### config.mk
export PLATFORM = sky130hd
export DESIGN_NAME = micro_sequencer
export DESIGN_NICKNAME = d
export VERILOG_FILES = /design/src/rtl/seq_pkg.sv /design/src/rtl/reg_sel_dec.sv /design/src/rtl/micro_sequencer.sv
export SDC_FILE = /design/constraint.sdc
export NUM_CORES = 1
export LEC_CHECK = 0
export CAP_MARGIN = 20
export CORE_AREA = 4 4 47 49
export CTS_CLUSTER_DIAMETER = 60
export DETAILED_ROUTE_END_ITERATION = 7
export DIE_AREA = 0 0 51 53
export PLACE_DENSITY_LB_ADDON = 0.15
export SLEW_MARGIN = 25
export SYNTH_ARGS = -nofsm -noshare
export SYNTH_HDL_FRONTEND = slang
export SYNTH_SLANG_ARGS = --single-unit
### constraint.sdc
create_clock -name CLK -period 1.11 [get_ports CLK]
set_input_delay 0.1665 -clock CLK [delete_from_list [all_inputs] [get_ports CLK]]
set_output_delay 0.1665 -clock CLK [all_outputs]
set_load 0.05 [all_outputs]
### src/rtl/seq_pkg.sv
// Shared definitions for the micro-sequencer and the control unit:
// control-word bit indices, opcodes and the 4-bit state encoding.
package seq_pkg;

  localparam int CW_BITS = 23;

  localparam int CB_ADD            = 0;
  localparam int CB_COMP           = 1;
  localparam int CB_SUB            = 2;
  localparam int CB_XORR           = 3;
  localparam int CB_ANDD           = 4;
  localparam int CB_ORR            = 5;
  localparam int CB_PC_OUT         = 6;
  localparam int CB_INCREMENT      = 7;
  localparam int CB_WMFC           = 8;
  localparam int CB_RNW            = 9;
  localparam int CB_A_IN           = 10;
  localparam int CB_B_IN           = 11;
  localparam int CB_C_IN           = 12;
  localparam int CB_D_IN           = 13;
  localparam int CB_A_OUT          = 14;
  localparam int CB_B_OUT          = 15;
  localparam int CB_C_OUT          = 16;
  localparam int CB_D_OUT          = 17;
  localparam int CB_MAR_IN         = 18;
  localparam int CB_MBR_OUT        = 19;
  localparam int CB_IR_IN          = 20;
  localparam int CB_SELECT_DECODER = 21;
  localparam int CB_ENDD           = 22;

  localparam logic [3:0] OP_NOP  = 4'h0;
  localparam logic [3:0] OP_ADD  = 4'h1;
  localparam logic [3:0] OP_SUB  = 4'h2;
  localparam logic [3:0] OP_AND  = 4'h3;
  localparam logic [3:0] OP_OR   = 4'h4;
  localparam logic [3:0] OP_XOR  = 4'h5;
  localparam logic [3:0] OP_CMP  = 4'h6;
  localparam logic [3:0] OP_MOV  = 4'h7;
  localparam logic [3:0] OP_HALT = 4'hF;

  typedef enum logic [3:0] {
    S_RESET = 4'd0,
    S_F0    = 4'd1,
    S_F1    = 4'd2,
    S_F2    = 4'd3,
    S_DEC   = 4'd4,
    S_E1    = 4'd5,
    S_E2    = 4'd6,
    S_END   = 4'd7,
    S_HALT  = 4'd8,
    S_FAULT = 4'd9
  } state_t;

  function automatic logic [CW_BITS-1:0] alu_op_bit(input logic [3:0] opcode);
    logic [CW_BITS-1:0] r;
    r = '0;
    case (opcode)
      OP_ADD:  r[CB_ADD]  = 1'b1;
      OP_SUB:  r[CB_SUB]  = 1'b1;
      OP_AND:  r[CB_ANDD] = 1'b1;
      OP_OR:   r[CB_ORR]  = 1'b1;
      OP_XOR:  r[CB_XORR] = 1'b1;
      OP_CMP:  r[CB_COMP] = 1'b1;
      default: r = '0;
    endcase
    return r;
  endfunction

endpackage

### src/rtl/reg_sel_dec.sv
// 2-bit register select plus enable to one-hot A/B/C/D strobe.
module reg_sel_dec (
  input  logic [1:0] i_sel,
  input  logic       i_en,
  output logic [3:0] o_onehot
);

  assign o_onehot = i_en ? (4'b0001 << i_sel) : 4'b0000;

endmodule

### src/rtl/micro_sequencer.sv
// Hardwired fetch/decode/execute sequencer driving the datapath control word.
// Optional MFC wait timeout with FAULT state: define MFC_TIMEOUT_EN.
//
// state   | meaning
// RESET   | idle after reset, control word all zero
// F0      | PC to MAR, start read, increment PC
// F1      | wait for memory (WMFC) until MFC
// F2      | MBR to IR
// DEC     | decode ins
// E1      | rd onto bus, ALU latches first operand
// E2      | rs onto bus, ALU op / move, write rd
// END     | end of instruction
// HALT    | halted until reset
// FAULT   | memory timeout, stuck until reset
module micro_sequencer
  import seq_pkg::*;
#(
  parameter int SZ      = 23,
  parameter int TIMEOUT = 15
) (
  input  logic          CLK,
  input  logic          RST,
  input  logic [7:0]    ins,
  input  logic          MFC,
  output logic [SZ-1:0] CS_bus,
  output logic          halted,
  output logic          fault
);

  if (SZ < CW_BITS || TIMEOUT < 1 || TIMEOUT > 15) begin : g_bad_param
    $error("micro_sequencer: SZ must be >= 23 and TIMEOUT in 1..15");
  end

  state_t r_state;
  state_t w_next;

  logic [3:0]         w_opcode;
  logic [1:0]         w_rd;
  logic [1:0]         w_rs;
  logic               w_is_alu;
  logic               w_is_mov;
  logic               w_timeout;
  logic               w_rd_in_en;
  logic [3:0]         w_rd_in;
  logic [3:0]         w_rd_out;
  logic [3:0]         w_rs_out;
  logic [CW_BITS-1:0] w_cw;

  assign w_opcode = ins[7:4];
  assign w_rd     = ins[3:2];
  assign w_rs     = ins[1:0];
  assign w_is_alu = (w_opcode >= OP_ADD) && (w_opcode <= OP_CMP);
  assign w_is_mov = (w_opcode == OP_MOV);

`ifdef MFC_TIMEOUT_EN
  logic [3:0] r_wait_cnt;

  // Counter is zero outside F1, so it is already clear on F1 entry.
  always_ff @(posedge CLK) begin
    if (RST) begin
      r_wait_cnt <= '0;
    end else if (r_state == S_F1 && !MFC) begin
      r_wait_cnt <= r_wait_cnt + 4'd1;
    end else begin
      r_wait_cnt <= '0;
    end
  end

  assign w_timeout = (r_state == S_F1) && !MFC && (r_wait_cnt == 4'(TIMEOUT - 1));
  assign fault     = (r_state == S_FAULT);
`else
  assign w_timeout = 1'b0;
  assign fault     = 1'b0;
`endif

  always_ff @(posedge CLK) begin
    if (RST) begin
      r_state <= S_RESET;
    end else begin
      r_state <= w_next;
    end
  end

  always_comb begin
    w_next = r_state;
    case (r_state)
      S_RESET: w_next = S_F0;
      S_F0:    w_next = S_F1;
      S_F1: begin
        if (MFC) begin
          w_next = S_F2;
        end else if (w_timeout) begin
          w_next = S_FAULT;
        end
      end
      S_F2:    w_next = S_DEC;
      S_DEC: begin
        if (w_is_alu) begin
          w_next = S_E1;
        end else if (w_is_mov) begin
          w_next = S_E2;
        end else if (w_opcode == OP_HALT) begin
          w_next = S_HALT;
        end else begin
          w_next = S_END;
        end
      end
      S_E1:    w_next = S_E2;
      S_E2:    w_next = S_END;
      S_END:   w_next = S_F0;
      S_HALT:  w_next = S_HALT;
      S_FAULT: w_next = S_FAULT;
      default: w_next = S_RESET;
    endcase
  end

  assign w_rd_in_en = (r_state == S_E2) && (w_is_mov || (w_is_alu && w_opcode != OP_CMP));

  reg_sel_dec u_rd_in  (.i_sel(w_rd), .i_en(w_rd_in_en),          .o_onehot(w_rd_in));
  reg_sel_dec u_rd_out (.i_sel(w_rd), .i_en(r_state == S_E1),     .o_onehot(w_rd_out));
  reg_sel_dec u_rs_out (.i_sel(w_rs), .i_en(r_state == S_E2),     .o_onehot(w_rs_out));

  always_comb begin
    w_cw = '0;
    case (r_state)
      S_F0: begin
        w_cw[CB_PC_OUT]    = 1'b1;
        w_cw[CB_MAR_IN]    = 1'b1;
        w_cw[CB_RNW]       = 1'b1;
        w_cw[CB_INCREMENT] = 1'b1;
      end
      S_F1: begin
        w_cw[CB_WMFC] = 1'b1;
        w_cw[CB_RNW]  = 1'b1;
      end
      S_F2: begin
        w_cw[CB_MBR_OUT] = 1'b1;
        w_cw[CB_IR_IN]   = 1'b1;
      end
      S_E1:    w_cw[CB_SELECT_DECODER] = 1'b1;
      S_E2:    w_cw = alu_op_bit(w_opcode);
      S_END:   w_cw[CB_ENDD] = 1'b1;
      S_HALT:  w_cw[CB_ENDD] = 1'b1;
      default: w_cw = '0;
    endcase
    // Register strobes are gated by state inside the decoders.
    w_cw[CB_D_IN:CB_A_IN]   = w_rd_in;
    w_cw[CB_D_OUT:CB_A_OUT] = w_rd_out | w_rs_out;
  end

  always_comb begin
    CS_bus              = '0;
    CS_bus[CW_BITS-1:0] = w_cw;
  end

  assign halted = (r_state == S_HALT);

endmodule
==> impl_metrics.toml, run 1 <==
# generated from flow reports
[global_routing]
grt_first_pass_wirelength_mm = 3.712
antenna_found_initial = 0

[cts]
numCtsBuffers = 3

[layout]
lay_top_count = "buf_12"
clock_buffers = 3
buf_share = 0.5044
largest_reg_flops = 4
final-clk-cell-share = 0.01312
layout_top_cells = "24 x buf_12, 22 x buf_4, 11 x buf_6, 7 x nor2_4, 7 x clkdlybuf4s50_1"
comb_share = 0.4074
largestRegisters = "r_state x4"

[status]
status = "finished, violations left"
violations = "negative setup slack"

[pwr]
irDropWorstVdd_uv = 1240
leakage_nw = 0.6979

[die]
coreArea_sq_mm = 0.001862

[synthesis]
fp_nets = 94
ys_sh_mux = 0
logic_family = "simple AND/OR/NAND/NOR gates"
synth_async_sr_flop_share = 0
ys_sh_adder = 0
syn_area_per_cell_sq_um = 6.663

[setup_path]
crit_path_start_kind = "register"
path_buffers = 1
max_stage_delay_ps = 310
crit_path_max_fanout = 3

[drt]
antenna_left = 0
first_iter_violations = 15
top_layer = "met4"
routed_wl_mm = 2.878
vias_per_cell = 4.982
wl_per_cell_microns = 16.93

[final_timing]
rsz0062_at_grt = "yes"
finalClockSkew_ps = 0.4419
worst_slack_ps = -661.0
layout_min_cycle_time_ps = 1771
setup-violations-final = 28

[flow_run]
cap_violations = 0
[run 1: worst max path at each step]
stage | from | to | cells after the start
final | r_state[3] | CS_bus[0] | 5
after global routing | r_state[3] | CS_bus[2] | 5
after CTS | r_state[3] | CS_bus[2] | 5
after floorplan | r_state[2] | CS_bus[9] | 4
after detailed placement | ins[5] | CS_bus[10] | 5
after global placement | ins[5] | CS_bus[10] | 5
[run 1: synth_stat cells, types with 2 or more instances]
library cell / n / share of area
a21oi_1: 4 / 0.036
and3b_1: 3 / 0.048
buf_2: 3 / 0.027
buf_4: 5 / 0.068
dfxtp_1: 4 / 0.14
inv_1: 3 / 0.020
nand2_1: 6 / 0.041
nand2b_1: 6 / 0.068
nor2_1: 12 / 0.081
nor2b_1: 3 / 0.034
nor3_1: 5 / 0.045
nor3b_1: 2 / 0.027
o22ai_1: 4 / 0.045
or2_1: 2 / 0.023
xor2_1: 2 / 0.032
[run 1: per-stage QoR]
stage | instances | hold slack [ps] | power (mW) | setup TNS, ps | instance area (sq um)
6_report | 170 | 581.0 | 1.725 | -12720 | 1717
5_1_grt | 170 | 589.7 | 1.802 | -14460 | 1717
4_1_cts | 164 | 574.0 | 1.572 | -12050 | 1600
3_5_place_dp | 160 | 601.2 | 1.311 | -9444 | 1515
3_3_place_gp | 160 | 595.9 | 1.281 | -8661 | 1515
2_1_floorplan | 83 | 240.0 | 0.8444 | -6937 | 798.3
[run 1: worst reg2reg max path, cell delays in order, from the launching register on]
cell      delay [ps]
dfxtp_2          320
buf_6            140
or2_4            270
buf_6            140
o21bai_1         150
a21o_1           150
nor2_1            50
[run 1: where the power goes]
| group | switching, mW | internal, mW |
|---|---|---|
| Sequential | 0.0159 | 0.171 |
| Clock | 0.0557 | 0.121 |
| Combinational | 0.706 | 0.656 |
| Total | 0.777 | 0.948 |
run_1/placement.png
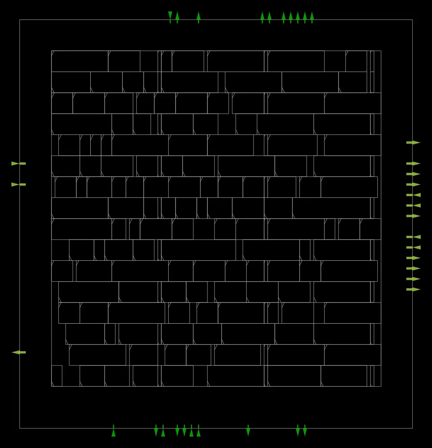
fill cell count: 65
post-route insts no fill: 170
Row Count: 16
sequential cell area share: 0.04883
final design utilization: 0.9220

run_1/layer_met2.png
Drawn at 8 px/micron. Cells faint in the background.
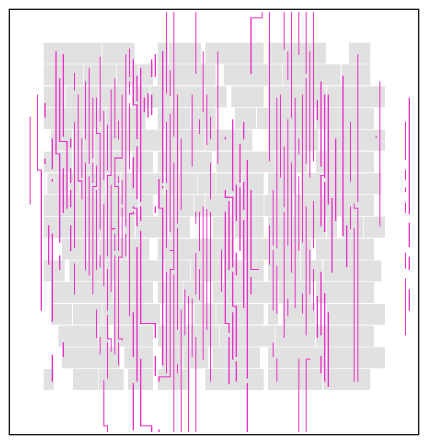
longest straight run: 27.2 microns
wire length on this layer: 1710 microns
main direction: vertical
nets with wire on the layer: 150

run_1/io_placement.png
Drawn at 10 px/micron. Pins as bars across the die edge, other pins in grey.
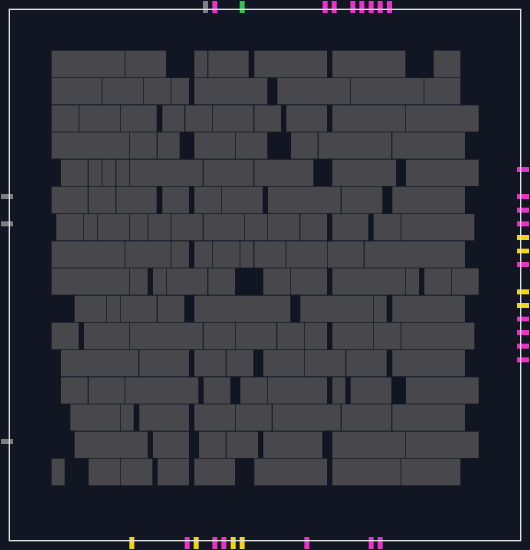
legend:
  `halted`:
    colour: green
    pins: 1
    direction: output
    edge: top
  `CS_bus`:
    colour: magenta
    pins: 23
    direction: output
    edge: 9 right, 8 top, 6 bottom
  `ins`:
    colour: yellow
    pins: 8
    direction: input
    edge: 4 right, 4 bottom
all pins by edge: 13 right, 10 bottom, 10 top, 3 left
port bufs: 34
Die Y: 53 microns
die width: 51 microns

--- run 2 (diff from run 1) ---
Settings changed: CORE_AREA 4 4 47 49 to 3 3 46 48, DIE_AREA 0 0 51 53 to 0 0 49 51, PLACE_DENSITY set to 0.73, PLACE_DENSITY_LB_ADDON 0.15 to unset.
==> impl_metrics.toml, run 2 <==
# implementation run metrics
[status]
status = "did not finish"
haltStage = "clock tree synthesis"
first-error = "[ERROR DPL-0033] detailed placement checks failed during check placement."

[cts]
post_cts_resized = 36
post_cts_buffers = 12
numClockSinks = 4
clk_path_buf_depth = 2
numCtsBuffers = 3
ctsHtreeMaxLevel = 1
root_buffer = "clkbuf_4"
cts_hold_buf = 0

[place]
io_buffers = 34
dp_cells = 158
hpwlAfterDp_mm = 2.027
gp_congestion = 0.7591

[synthesis]
synth_seq_share = 0.1448
synth-area-yosys_sq_um = 553.0
ys_cells = 83
top_cell_area_share = 0.1448
syn_area_sq_um = 553.0
ys_seq_elements = 4
yosys_most_used_dff = "dfxtp_1"
synth.most_common_cell = "nor2_1"
largest_area_cell = "dfxtp_1"
synth.distinct_cells = 34
syn_area_per_cell_sq_um = 6.663
edf_count = 0
synth_async_sr_flop_share = 0
synth_cells = 83
fp_nets = 94
synth.yosys.warnings = 0
topCellsByArea = "dfxtp_1 14%, nor2_1 8.1%, buf_4 6.8%"
synthTopCellsByCount = "12 x nor2_1, 6 x nand2_1, 6 x nand2b_1, 5 x buf_4, 5 x nor3_1"

[die]
num_rows = 15
dieWidth_microns = 49
ioPinCount = 36
die_h_microns = 51
fp_util = 0.3168
==> run 2: logic make-up after synthesis <==
group | count (synthesis) | synth area share
xor gates and xnor gates | 3 | 0.04752
buffers and inverters | 13 | 0.1425
other | 1 | 0.006781
AOI/OAI and AO/OA | 17 | 0.2014
DFF | 4 | 0.1448
and+or+nand+nor | 45 | 0.4570
==> run 2: per-stage QoR <==
stage / worst slack (ps) / instance area [sq um] / setup TNS [ps]
2_1_floorplan: -472.3 / 798.3 / -6937
3_5_place_dp: -547.9 / 1513 / -9571
3_3_place_gp: -506.7 / 1513 / -8665
--- run 3 (diff from run 2) ---
Settings changed: CORE_AREA 3 3 46 48 to 3 3 64 66, CTS_CLUSTER_DIAMETER 60 to unset, DIE_AREA 0 0 49 51 to 0 0 67 69, PLACE_DENSITY 0.73 to unset, PLACE_DENSITY_LB_ADDON set to 0.15.
Clock period 1.11 ns to 1.4 ns, I/O delays scaled along.
==> impl_metrics.toml, run 3 <==
# generated from flow reports
[status]
violations = "negative setup slack"
status = "finished, violations left"

[synthesis]
synthTopCellsByCount = "12 x nor2_1, 6 x nand2_1, 6 x nand2b_1, 5 x buf_4, 5 x nor3_1"
yosys_most_used_dff = "dfxtp_1"
fp_nets = 94
ys_cells = 83
synth_async_sr_flop_share = 0
ys_seq_elements = 4
syn_area_per_cell_sq_um = 6.663
synth.distinct_cells = 34
synth_cells = 83
largest_area_cell = "dfxtp_1"
synth_seq_share = 0.1448
synth-area-yosys_sq_um = 553.0
topCellsByArea = "dfxtp_1 14%, nor2_1 8.1%, buf_4 6.8%"
syn_area_sq_um = 553.0
top_cell_area_share = 0.1448
synth.most_common_cell = "nor2_1"

[die]
dieWidth_microns = 67
num_rows = 22
fp_util = 0.1522
die_h_microns = 69

[drt]
first_iter_violations = 13
vias = 811

[place]
gp_congestion = 0.7153
io_buffers = 34
dp_cells = 178
dpl-instance-area_sq_mm = 0.001516
hpwlAfterDp_mm = 1.755

[setup_path]
crit_arrival_ps = 1550
reg2reg_from = "r_state[1]"

[cts]
cts_hold_buf = 0
ctsHtreeMaxLevel = 1
numClockSinks = 4
root_buffer = "clkbuf_8"
clk_path_buf_depth = 2

[hold_path]
holdPathStages = 4
holdPathEnd = "r_state[1]"

[final_timing]
setup-violations-final = 24
worst_slack_ps = -359.9

[layout]
n_fill_cell = 347
run 3: cell counts after synthesis:
Identical to the previous run, type by type.
run 3: cells by family (layout without fill, tap and decap cells):
logic type      Yosys count  after routing  share of synthesized area
compound gates           17             17                     0.2014
xor+xnor                  3              3                    0.04752
buf+inv                  13             78                     0.1425
flops                     4              4                     0.1448
other cells               1              1                   0.006781
simple gates             45             45                     0.4570
run 3: what timing repair did:
action | in CTS | in global routing
hold endpoints to repair | 0 | 0
setup buffers | 8 | 9
endpoints found under the setup margin | 25 | 27
resized | 24 | 16
pin swaps | 11 | 9
cloned | 0 | 0
run 3: metrics by stage:
stage / setup TNS, ps / setup slack, ps
after floorplan: -1810 / -225.8
after global placement: -3563 / -315.9
after detailed placement: -3740 / -340.4
after CTS: -4666 / -353.2
after global routing: -6392 / -428.1
final: -4790 / -359.9
run 3: layout make-up:
class | instances | area (sq um) | area share
timing repair buffer | 72 | 947.2 | 0.5210
inverter | 3 | 13.76 | 0.007571
clock buffer | 3 | 41.29 | 0.02271
sequential | 4 | 83.83 | 0.04611
tap | 48 | 60.06 | 0.03304
multi-input combinational | 66 | 671.9 | 0.3696
run 3: how the worst max path moves through the flow:
stage,startpoint,endpoint,slack (ps),cells past startpoint
6_report,r_state[3],CS_bus[0],-360,5
5_1_grt,r_state[3],CS_bus[2],-430,5
4_1_cts,r_state[0],CS_bus[2],-350,5
3_5_place_dp,ins[5],CS_bus[10],-340,5
3_3_place_gp,ins[5],CS_bus[10],-320,5
2_1_floorplan,r_state[2],CS_bus[9],-230,4
run 3: power breakdown:
group          switching [mW]  internal [mW]
clock network          0.0538          0.183
logic                   0.533          0.592
registers              0.0103          0.135
run_3/detail.png
Region (14, 14) to (54, 54) microns. Cells in grey, sequential cells in the stronger grey; small squares are vias.
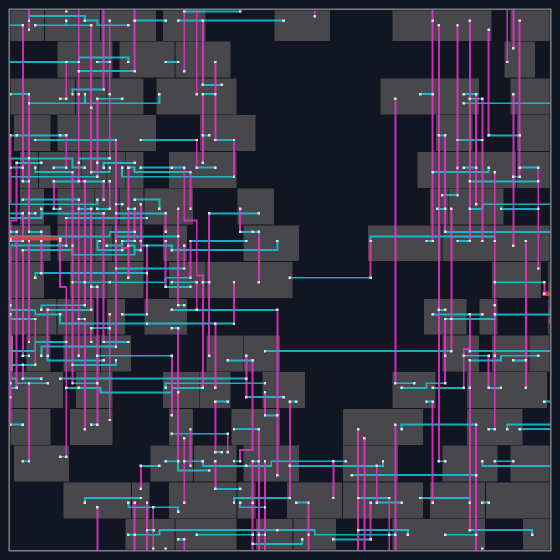
legend:
  metal 2:
    colour: magenta
  metal 3:
    colour: red
  metal 1:
    colour: cyan
sequential cells in the window: 0
most frequent: buf_4 (17), buf_6 (9), nor2_4 (7)
cells with their middle in the window: 92

run_3/placement.png
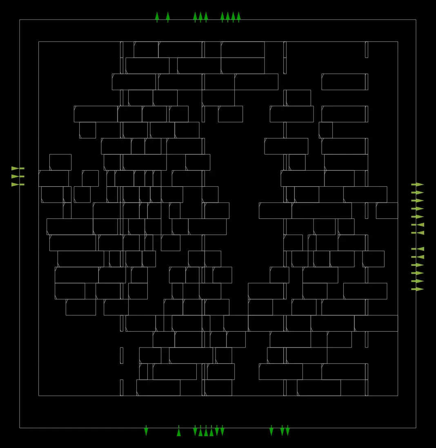
sequential cell area share: 0.04611
post-route insts no fill: 196

--- run 4 (diff from run 3) ---
Settings changed: ABC_AREA set to 1, REMOVE_ABC_BUFFERS set to 1.
==> impl_metrics.toml, run 4 <==
# generated from flow reports
[setup_path]
cp-startpoint = "r_state[3]"
crit_path_start_kind = "register"
max_stage_delay_ps = 350
reg2reg_from = "r_state[3]"
r2r_end = "r_state[0]"
path_common_cell = "nor2_4"
r2r_cells = 8
critPathTopFamily = "simple AND/OR/NAND/NOR gates"
crit_arrival_ps = 1320
crit_chain = "nor2_4, nand2_4, clkinv_4, nand3_4, nor2_4, buf_12"

[layout]
diodes = 0
largest_reg_flops = 4
top_register = "r_state"
lay_top_count = "buf_12"
area_delta_synth_final_pct = 179.4

[synthesis]
synthTopCellsByCount = "26 x nand2_1, 16 x inv_1, 16 x nor2_1, 8 x nand3_1, 7 x nor2_2"
synth-area-yosys_sq_um = 578.1
synth_cells = 108
ys_seq_elements = 4
syn_area_per_cell_sq_um = 5.352
synth.most_common_cell = "nand2_1"
synth_async_sr_flop_share = 0
ys_cells = 108
yosys_most_used_dff = "dfxtp_1"
synth_seq_share = 0.1385
syn_area_sq_um = 578.1
topCellsByArea = "nand2_1 17%, dfxtp_1 14%, inv_1 10%"
synth.distinct_cells = 18
largest_area_cell = "nand2_1"
edf_count = 0
top_cell_area_share = 0.1688

[cts]
clk_path_buf_depth = 2
cts_hold_buf = 0
numCtsBuffers = 3
root_buffer = "clkbuf_8"
ctsHtreeMaxLevel = 1
clk_pin_slew_ps = 30
numClockSinks = 4

[drt]
first_pass_iters = 4
drc = 0
vias = 845
wl_per_cell_microns = 9.629
first_iter_violations = 9
antenna_left = 0

[die]
die_h_microns = 69
num_rows = 22
dieArea_sq_mm = 0.004623
dieWidth_microns = 67
fp_util = 0.1591
coreArea_sq_mm = 0.003633

[hold_path]
worstHoldStart = "r_state[3]"
holdPathEnd = "r_state[3]"
holdPathStages = 2

[pwr]
p_per_area_mw_per_mm2 = 1201
leakage_nw = 0.7307
irDropWorstVdd_uv = 611.0

[final_timing]
drv_slew = 0
worst_slack_ps = -125.3
setup_tns_ps = -1537
fmax_ghz = 0.6556
post-route-period-util = 1.089
setup-violations-final = 21

[global_routing]
antenna_found_initial = 0
top_usage_layer = "met2"
grt_start_max_net_pins = 8
gr-usage-met1 = 0.1032
grt_pass1_vias = 825
grt_use_met3 = 0.008143
grt_first_pass_wirelength_mm = 3.477

[flow_run]
cap_violations = 0
warnings = 27

[place]
hpwlAfterDp_mm = 1.707
dpl-instance-area_sq_mm = 0.001324
io_buffers = 34
gp_congestion = 0.7365

[status]
status = "finished, violations left"
violations = "negative setup slack"
## run 4: stage by stage
step	setup WS (ps)	utilization	cells
after global routing	-178.1	0.4446	213
after CTS	-119.8	0.4122	209
after global placement	-317.1	0.3643	204
final	-125.3	0.4446	213
after detailed placement	-327.9	0.3643	204
after floorplan	-1247	-	103
## run 4: worst max-delay path by stage
stage,endpoint,cells past startpoint,slack (ps)
after floorplan,CS_bus[18],3,-1250
after global placement,CS_bus[10],8,-320
after detailed placement,CS_bus[11],6,-330
after CTS,CS_bus[11],8,-120
after global routing,CS_bus[13],6,-180
final,CS_bus[13],6,-130
## run 4: cells by family after synthesis
kind of cell,synth area share
AND-OR/OR-AND,0.1104
buffers and inverters,0.2165
flip-flops,0.1385
other,0.006487
AND/OR/NAND/NOR,0.5281
## run 4: layout make-up
cell class	count	area, sq um
Fill cell	370	2018
Timing Repair Buffer	59	784.5
Multi-Input combinational cell	77	546.8
Inverter	22	92.59
Sequential cell	4	90.09
Tap cell	48	60.06
Clock buffer	3	41.29
## run 4: power by group
group | leakage [nW] | internal [mW] | total (mW) | switching [mW]
combinational | 0.674 | 0.682 | 1.50 | 0.816
clock | 0.0216 | 0.183 | 0.242 | 0.0588
sequential | 0.0349 | 0.159 | 0.199 | 0.0397
## run 4: what timing repair did
action | CTS | global route
endpoints found under the hold margin | 0 | 0
cloned | 0 | 0
resized | 44 | 18
endpoints found under the setup margin | 24 | 24
pin swaps | 12 | 12
buffers inserted | 2 | 5
## run 4: per-layer routing
layer	share of wire	vias to the layer above
li1	-	441
met5	0	-
met3	0.042	4
met1	0.39	381
met4	0.017	0
met2	0.55	19
run_4/detail.png
Region (14, 14) to (54, 54) microns. Cells in grey, sequential cells in the stronger grey; small squares are vias.
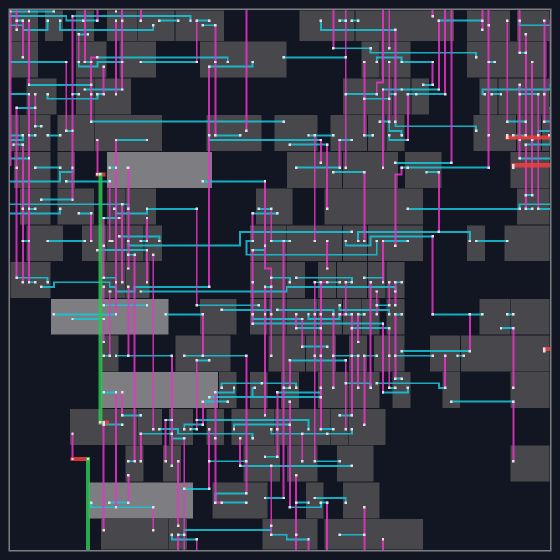
legend:
  metal 3:
    colour: red
  metal 4:
    colour: green
  metal 2:
    colour: magenta
  metal 1:
    colour: cyan
most frequent: buf_4 (19), nand2_1 (18)
sequential cells in the window: 4
netlist names of flops here include: `r_state` (4)
cells with their middle in the window: 116

run_4/wires.png
Drawn at 6 px/micron. Two of the layers only.
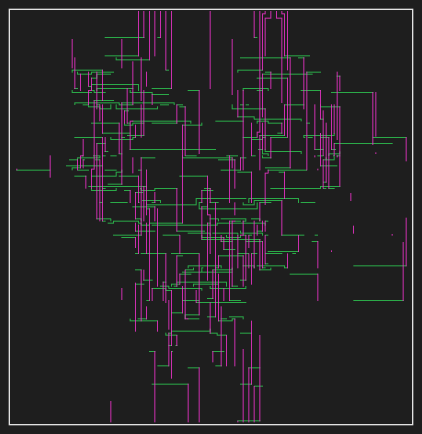
legend:
  metal 1:
    colour: green
    wire_length: 806 microns
  metal 2:
    colour: magenta
    wire_length: 1120 microns
routed wire length: 2.051 mm
GRT Util Overall: 0.09345

Power and IR drop assume default switching activity.
